Fig. 1: run 1, sequential cells colored by netlist name
Other sequential cells in the stronger gray, the rest of the logic in the fainter gray.
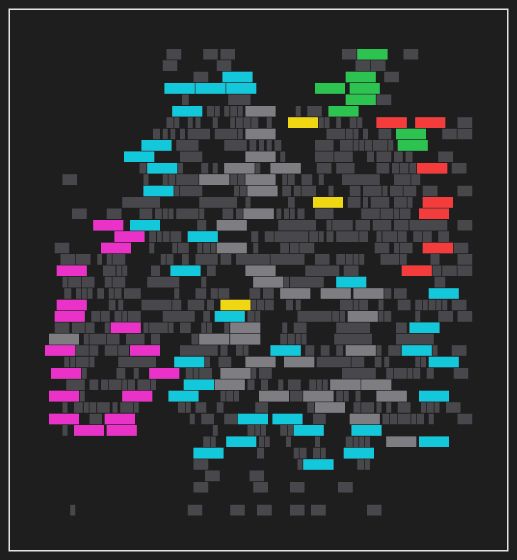
Fig. 2: run 1, clock network drawn from the DEF
Bar = 20 um.
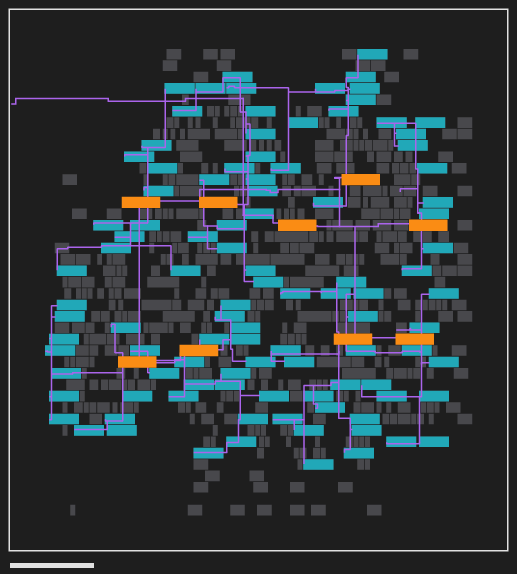
Fig. 3: run 1, cell sizes after repair
Bar = 20 um.
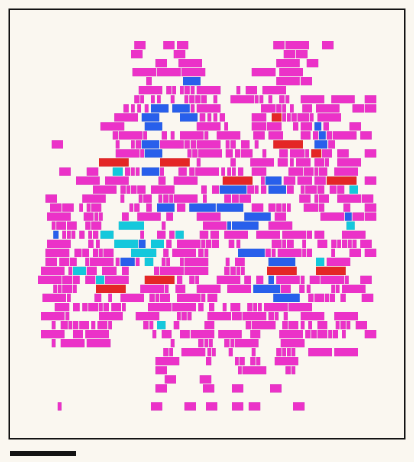
Fig. 4: run 1, clock routing
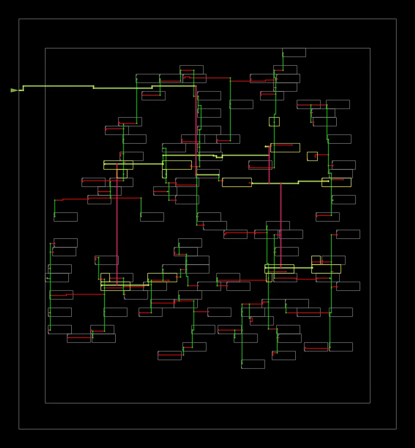
===== src/rtl/seg_scan_display_if.sv =====
// Bus bundle for seg_scan_display: capture-side inputs and the scanned display outputs.
// With SEG_DP_EN defined the bundle also carries one decimal-point bit per digit.
interface seg_scan_display_if #(
   parameter int N_DIGITS = 8
);
   logic                  en;
   logic                  data_valid;
   logic [4*N_DIGITS-1:0] data_in;
   logic                  blank_lz;
`ifdef SEG_DP_EN
   logic [N_DIGITS-1:0]   dp_in;
`endif
   logic [7:0]            o_seg;
   logic [N_DIGITS-1:0]   o_sel;
   logic                  frame_done;

   modport master (
      output en, data_valid, data_in, blank_lz,
`ifdef SEG_DP_EN
      output dp_in,
`endif
      input  o_seg, o_sel, frame_done
   );

   modport slave (
      input  en, data_valid, data_in, blank_lz,
`ifdef SEG_DP_EN
      input  dp_in,
`endif
      output o_seg, o_sel, frame_done
   );
endinterface


===== src/rtl/seg_scan_display.sv =====
// Multiplexed N-digit hex 7-segment scanner with double-buffered, frame-aligned updates.
// Optional macro SEG_DP_EN adds per-digit decimal points (dp_in) carried with the data.
module seg_scan_display #(
   parameter int N_DIGITS   = 8,
   parameter int SCAN_DIV   = 100000,
   parameter bit ACTIVE_LOW = 1
) (
   input logic               clk_in,
   input logic               reset,
   seg_scan_display_if.slave bus
);
   localparam int PW = (SCAN_DIV > 1) ? $clog2(SCAN_DIV) : 1;
   localparam int IW = (N_DIGITS > 1) ? $clog2(N_DIGITS) : 1;
   localparam int DW = 4 * N_DIGITS;
   localparam logic [7:0]          SEG_OFF = {8{ACTIVE_LOW}};
   localparam logic [N_DIGITS-1:0] SEL_OFF = {N_DIGITS{ACTIVE_LOW}};

   // Active-low g..a pattern for one hex digit.
   function automatic logic [6:0] hex_to_seg_n(input logic [3:0] v);
      case (v)
         4'h0: hex_to_seg_n = 7'h40;
         4'h1: hex_to_seg_n = 7'h79;
         4'h2: hex_to_seg_n = 7'h24;
         4'h3: hex_to_seg_n = 7'h30;
         4'h4: hex_to_seg_n = 7'h19;
         4'h5: hex_to_seg_n = 7'h12;
         4'h6: hex_to_seg_n = 7'h02;
         4'h7: hex_to_seg_n = 7'h78;
         4'h8: hex_to_seg_n = 7'h00;
         4'h9: hex_to_seg_n = 7'h10;
         4'hA: hex_to_seg_n = 7'h08;
         4'hB: hex_to_seg_n = 7'h03;
         4'hC: hex_to_seg_n = 7'h46;
         4'hD: hex_to_seg_n = 7'h21;
         4'hE: hex_to_seg_n = 7'h06;
         default: hex_to_seg_n = 7'h0E;
      endcase
   endfunction

   logic [PW-1:0]       presc_q, presc_d;
   logic [IW-1:0]       idx_q, idx_d;
   logic [DW-1:0]       shadow_q, shadow_d, disp_q, disp_d;
   logic                pending_q, pending_d;
   logic                frame_done_q, frame_done_d;
   logic [7:0]          seg_q, seg_d;
   logic [N_DIGITS-1:0] sel_q, sel_d;
`ifdef SEG_DP_EN
   logic [N_DIGITS-1:0] dp_shadow_q, dp_shadow_d, dp_disp_q, dp_disp_d;
`endif

   logic       tc, wrap, capture, blank;
   logic [3:0] nib;
   logic [7:0] seg_n;

   // NOTE: combinational logic uses blocking assignments and gives every output a
   // default first, so no path leaves a value unassigned and no latch is inferred.
   always_comb begin
      tc      = (presc_q == PW'(SCAN_DIV - 1));
      wrap    = tc && (idx_q == IW'(N_DIGITS - 1));
      capture = bus.data_valid && bus.en;

      presc_d      = tc ? '0 : presc_q + PW'(1);
      idx_d        = idx_q;
      if (tc) idx_d = wrap ? '0 : idx_q + IW'(1);
      frame_done_d = wrap;

      shadow_d  = shadow_q;
      disp_d    = disp_q;
      pending_d = pending_q;
`ifdef SEG_DP_EN
      dp_shadow_d = dp_shadow_q;
      dp_disp_d   = dp_disp_q;
`endif
      // A write landing on the wrap edge bypasses the shadow so it shows next frame.
      if (wrap && capture) begin
         shadow_d  = bus.data_in;
         disp_d    = bus.data_in;
         pending_d = 1'b0;
`ifdef SEG_DP_EN
         dp_shadow_d = bus.dp_in;
         dp_disp_d   = bus.dp_in;
`endif
      end else begin
         if (wrap && pending_q) begin
            disp_d    = shadow_q;
            pending_d = 1'b0;
`ifdef SEG_DP_EN
            dp_disp_d = dp_shadow_q;
`endif
         end
         if (capture) begin
            shadow_d  = bus.data_in;
            pending_d = 1'b1;
`ifdef SEG_DP_EN
            dp_shadow_d = bus.dp_in;
`endif
         end
      end

      nib   = 4'(disp_q >> (4 * int'(idx_q)));
      blank = bus.blank_lz && (idx_q != '0) && ((disp_q >> (4 * int'(idx_q))) == '0);
      seg_n = {1'b1, hex_to_seg_n(nib)};
`ifdef SEG_DP_EN
      seg_n[7] = ~dp_disp_q[idx_q];
`endif
      if (blank) seg_n = 8'hFF;

      seg_d = SEG_OFF;
      sel_d = SEL_OFF;
      if (bus.en) begin
         seg_d = ACTIVE_LOW ? seg_n : ~seg_n;
         sel_d = SEL_OFF ^ (N_DIGITS'(1) << idx_q);
      end
   end

   // NOTE: state registers use non-blocking assignments only; the reset here is
   // synchronous, so it is just the highest-priority branch of the clocked update.
   always_ff @(posedge clk_in) begin
      if (reset) begin
         presc_q      <= '0;
         idx_q        <= '0;
         shadow_q     <= '0;
         disp_q       <= '0;
         pending_q    <= 1'b0;
         frame_done_q <= 1'b0;
         seg_q        <= SEG_OFF;
         sel_q        <= SEL_OFF;
`ifdef SEG_DP_EN
         dp_shadow_q  <= '0;
         dp_disp_q    <= '0;
`endif
      end else begin
         presc_q      <= presc_d;
         idx_q        <= idx_d;
         shadow_q     <= shadow_d;
         disp_q       <= disp_d;
         pending_q    <= pending_d;
         frame_done_q <= frame_done_d;
         seg_q        <= seg_d;
         sel_q        <= sel_d;
`ifdef SEG_DP_EN
         dp_shadow_q  <= dp_shadow_d;
         dp_disp_q    <= dp_disp_d;
`endif
      end
   end

   assign bus.o_seg      = seg_q;
   assign bus.o_sel      = sel_q;
   assign bus.frame_done = frame_done_q;
endmodule


===== src/flat_wrapper.sv =====
// flat-port wrapper written by rule: the top's interface ports become plain ports
module seg_scan_display_flat 
#(
   parameter int N_DIGITS   = 8,
   parameter int SCAN_DIV   = 100000,
   parameter bit ACTIVE_LOW = 1
)
  (clk_in, reset, bus_en, bus_data_valid, bus_data_in, bus_blank_lz, bus_o_seg, bus_o_sel, bus_frame_done);
  seg_scan_display_if #(.N_DIGITS(N_DIGITS)) bus_i ();
  input logic clk_in;
  input logic reset;
  input wire logic [$bits(bus_i.en)-1:0] bus_en;
  input wire logic [$bits(bus_i.data_valid)-1:0] bus_data_valid;
  input wire logic [$bits(bus_i.data_in)-1:0] bus_data_in;
  input wire logic [$bits(bus_i.blank_lz)-1:0] bus_blank_lz;
  output wire logic [$bits(bus_i.o_seg)-1:0] bus_o_seg;
  output wire logic [$bits(bus_i.o_sel)-1:0] bus_o_sel;
  output wire logic [$bits(bus_i.frame_done)-1:0] bus_frame_done;
  assign bus_i.en = bus_en;
  assign bus_i.data_valid = bus_data_valid;
  assign bus_i.data_in = bus_data_in;
  assign bus_i.blank_lz = bus_blank_lz;
  assign bus_o_seg = bus_i.o_seg;
  assign bus_o_sel = bus_i.o_sel;
  assign bus_frame_done = bus_i.frame_done;
  seg_scan_display #(.N_DIGITS(N_DIGITS), .SCAN_DIV(SCAN_DIV), .ACTIVE_LOW(ACTIVE_LOW)) u_core (.clk_in(clk_in), .reset(reset), .bus(bus_i));
endmodule

===== config.mk =====
export PLATFORM = sky130hd
export DESIGN_NAME = seg_scan_display_flat
export DESIGN_NICKNAME = d
export VERILOG_FILES = /design/src/rtl/seg_scan_display_if.sv /design/src/rtl/seg_scan_display.sv /design/src/flat_wrapper.sv
export SDC_FILE = /design/constraint.sdc
export NUM_CORES = 1
export LEC_CHECK = 0
export CORE_ASPECT_RATIO = 1.1
export CORE_MARGIN = 8
export CORE_UTILIZATION = 40
export DETAILED_ROUTE_END_ITERATION = 7
export PLACE_DENSITY = 0.66
export SYNTH_ARGS = -nofsm -noshare
export SYNTH_HDL_FRONTEND = slang
export SYNTH_SLANG_ARGS = --single-unit
export TNS_END_PERCENT = 1

===== constraint.sdc =====
create_clock -name clk_in -period 5.65 [get_ports clk_in]
set_input_delay 1.13 -clock clk_in [delete_from_list [all_inputs] [get_ports clk_in]]
set_output_delay 1.13 -clock clk_in [all_outputs]
set_load 0.01 [all_outputs]

==> ci_impl_report.md, run 1 <==
## Implementation flow summary

| Metric | Value |
|---|---|
| Yosys top cell area share | 43.6% |
| Syn Inst Count | between 500 and 600 |
| Synth warn | 0 |
| F_max | about 290 MHz |
| P_seq | 0.736 mW |
| Most frequent CP cell | buf_4 |
| Area after DPL | 5180 um2 |
| Post-CTS Hold Buffers | 0 |
| Comb pwr | 0.0858 mW |
| Cell area leaders | dfxtp_1, nand2_1, a21oi_1 |
| P per Cell Area | 255 nW/um2 |
| Power share of the combinational group | about 6.2% |
| Logic area | 2380 um2 |
| Simple Share, Synth | 19.2% |
| Critical path capture point type | register |
| ANT cells | 0 |
| Buffers & Inverters on Critical Path | 3 |
| Post-synth mux share | 7.29% |
| Adder share | 3.24% |
| Status | completed |
| Number of enable flip-flop cells | 0 |
| Max_cap viols | 0 |
| GR Util met1 | 17.7% |
| Root Driver | clkbuf_16 |
| CTS Buffer Depth | 2 |
| DR WL/cell | between 15 and 20 um |
-- Fig. 1 (at the start) --
Yellow shows u_core.idx_q, placed flops 3. Cyan shows u_core.shadow_q, placed flops 32. Magenta shows u_core.presc_q, placed flops 17. Green shows u_core.bus.o_sel, placed flops 8. Red shows u_core.bus.o_seg, placed flops 7.
Another 34 sequential cells are not colored.
fin util: 47.9%
Seq area share: 37.0%

-- Fig. 2 (at the start) --
Purple shows clock wires, length 1160 um. Orange shows clock drivers, count 9. Cyan shows flip-flops, count 101.
There are 10 routed clock nets.
Latency at later pin: 0.34 ns
clock distribution power: 0.573 mW
clk_skew: 0.0109 ns
Clk pwr share: 41.1%

-- Fig. 3 (at the start) --
Red shows _6 and larger, cells 11, share 2.0%. Cyan shows _3 and _4 cells, cells 14, share 2.6%. Blue shows _2 cells, cells 30, share 5.5%. Magenta shows _0 and _1 cells, cells 493, share 90%.

-- Fig. 4 (at the start) --
clock sinks: 101
Num CTS Buffers: 9
FFs & Latches: 101
# clk buffers: 10

==> run 2: changes to the inputs <==
clock period = 3.5 ns   (was 5.65 ns; I/O delays follow)
Fig. 5: run 2, clock routing
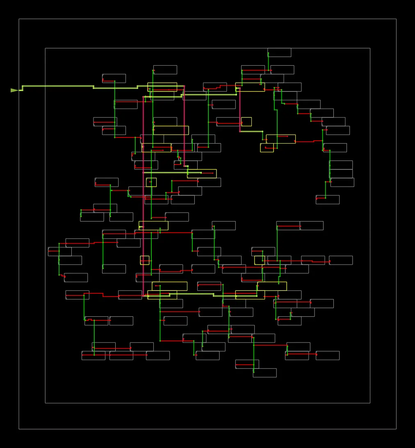
clk_skew: 0.00815 ns
# clk buffers: 9

==> run 2 against run 1 <==
- critical path depth down 1
- final area up 1.7%
- cell count up 0.72%
- clock power up about 90%
==> ci_impl_report.md, run 2 <==
## Implementation flow summary

| Metric | Value |
|---|---|
| P per Cell Area | 435 nW/um2 (+70%) |
| CTS Buffer Depth | 2 (unchanged) |
| Cell area leaders | dfxtp_1, nand2_1, a21oi_1 |
| Fin util | 48.7% (+0.81 points) |
| DR WL/cell | 15.2 um (-1.0%) |
| Simple Share, Synth | 19.2% (unchanged) |
| Status | completed |
| Comb pwr | 0.138 mW (+61%) |
| Clk pwr share | 45.2% (+4.1 points) |
| Clock distribution power | 1.09 mW (+90%) |
| I/O pin count | 54 |
| Critical path capture point type | register |
| GR Util met1 | 17.6% (-0.065 points) |
| Max incr delay on CP | 0.62 ns |
| GRT Residual Overflow | 0 |
| ANT cells | 0 (unchanged) |
| Buffers & Inverters on Critical Path | 0 (-3) |
| All-layer global routing usage | 14.5% |
| Max_cap viols | 0 (unchanged) |
| F_max | 340 MHz |
| Post-CTS Hold Buffers | 0 (unchanged) |
| Power share of the combinational group | 5.7% (-0.5 points) |
| Syn Inst Count | 512 (unchanged) |
| Area after DPL | 5220 um2 (+0.72%) |
| Post-synth mux share | 7.29% (unchanged) |
| Seq area share | 36.4% (-0.62 points) |
| Area reported by Yosys stat | approximately 4600 um2 |
| Latency at later pin | 0.34 ns (about the same) |
| FFs & Latches | 101 (unchanged) |
| Yosys top cell area share | 43.6% (unchanged) |
| Adder share | 3.24% (unchanged) |
| Num CTS Buffers | 9 (unchanged) |
| Synth warn | 0 (unchanged) |
| Logic area | 2380 um2 (unchanged) |
| P_seq | 1.19 mW (+62%) |
| Root Driver | clkbuf_16 |
| Clock sinks | 101 (unchanged) |
Fig. 6: run 2, M4 wires
Supply wires on this layer in gray.
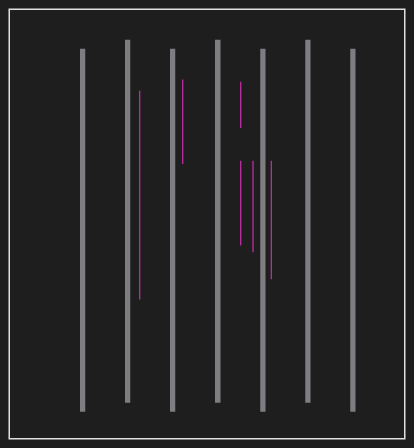

==> run 3: changes to the inputs <==
PLACE_DENSITY = 0.69   (was 0.66)
clock period = 2.45 ns   (was 3.5 ns; I/O delays follow)
Fig. 7: run 3, M4 wires
Supply wires on this layer in gray.
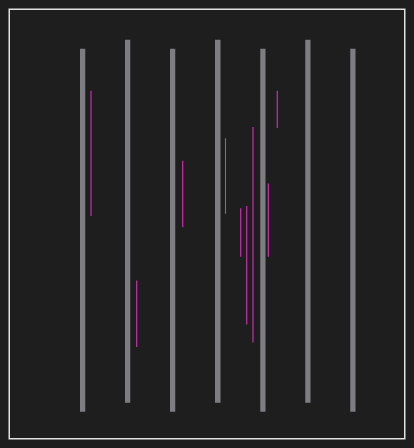
The wires run mostly vertical. The longest straight run is 64.6 um.

==> run 3 against run 2 <==
- global-route usage about the same
- critical path depth up 1
- clock power up 22%
- critical path type unchanged
- critical endpoint is now u_core.bus.o_seg[4]
==> ci_impl_report.md, run 3 <==
## Implementation flow summary

| Metric | Value |
|---|---|
| Status | completed |
| Max incr delay on CP | 0.54 ns (-0.08 ns) |
| Fin util | 49.6% (+0.90 points) |
| Area reported by Yosys stat | 4630 um2 (unchanged) |
| Buffers & Inverters on Critical Path | 1 (+1) |
| ANT cells | 0 (unchanged) |
| All-layer global routing usage | 14.4% (-0.044 points) |
| Latency at later pin | 0.35 ns (about the same) |
| Clk_skew | 0.00840 ns (+0.000241 ns) |
| DR WL/cell | 15.2 um (+0.27%) |
| Comb pwr | 0.203 mW (+47%) |
| GRT Residual Overflow | 0 (unchanged) |
| I/O pin count | 54 (unchanged) |
| FFs & Latches | 101 (unchanged) |
| Critical path capture point type | register |
| Yosys top cell area share | 43.6% (unchanged) |
| P_seq | 1.70 mW (+43%) |
| Cell area leaders | dfxtp_1, nand2_1, a21oi_1 |
| Simple Share, Synth | 19.2% (unchanged) |
| GR Util met1 | 16.6% (-1.1 points) |
| Max_cap viols | 0 (unchanged) |
| Num CTS Buffers | 9 (unchanged) |
| Syn Inst Count | 512 (unchanged) |
| Clock distribution power | 1.33 mW (+22%) |
| Logic area | 2420 um2 (+1.5%) |
No activity file was given, so power comes from the tool's default toggle rates.
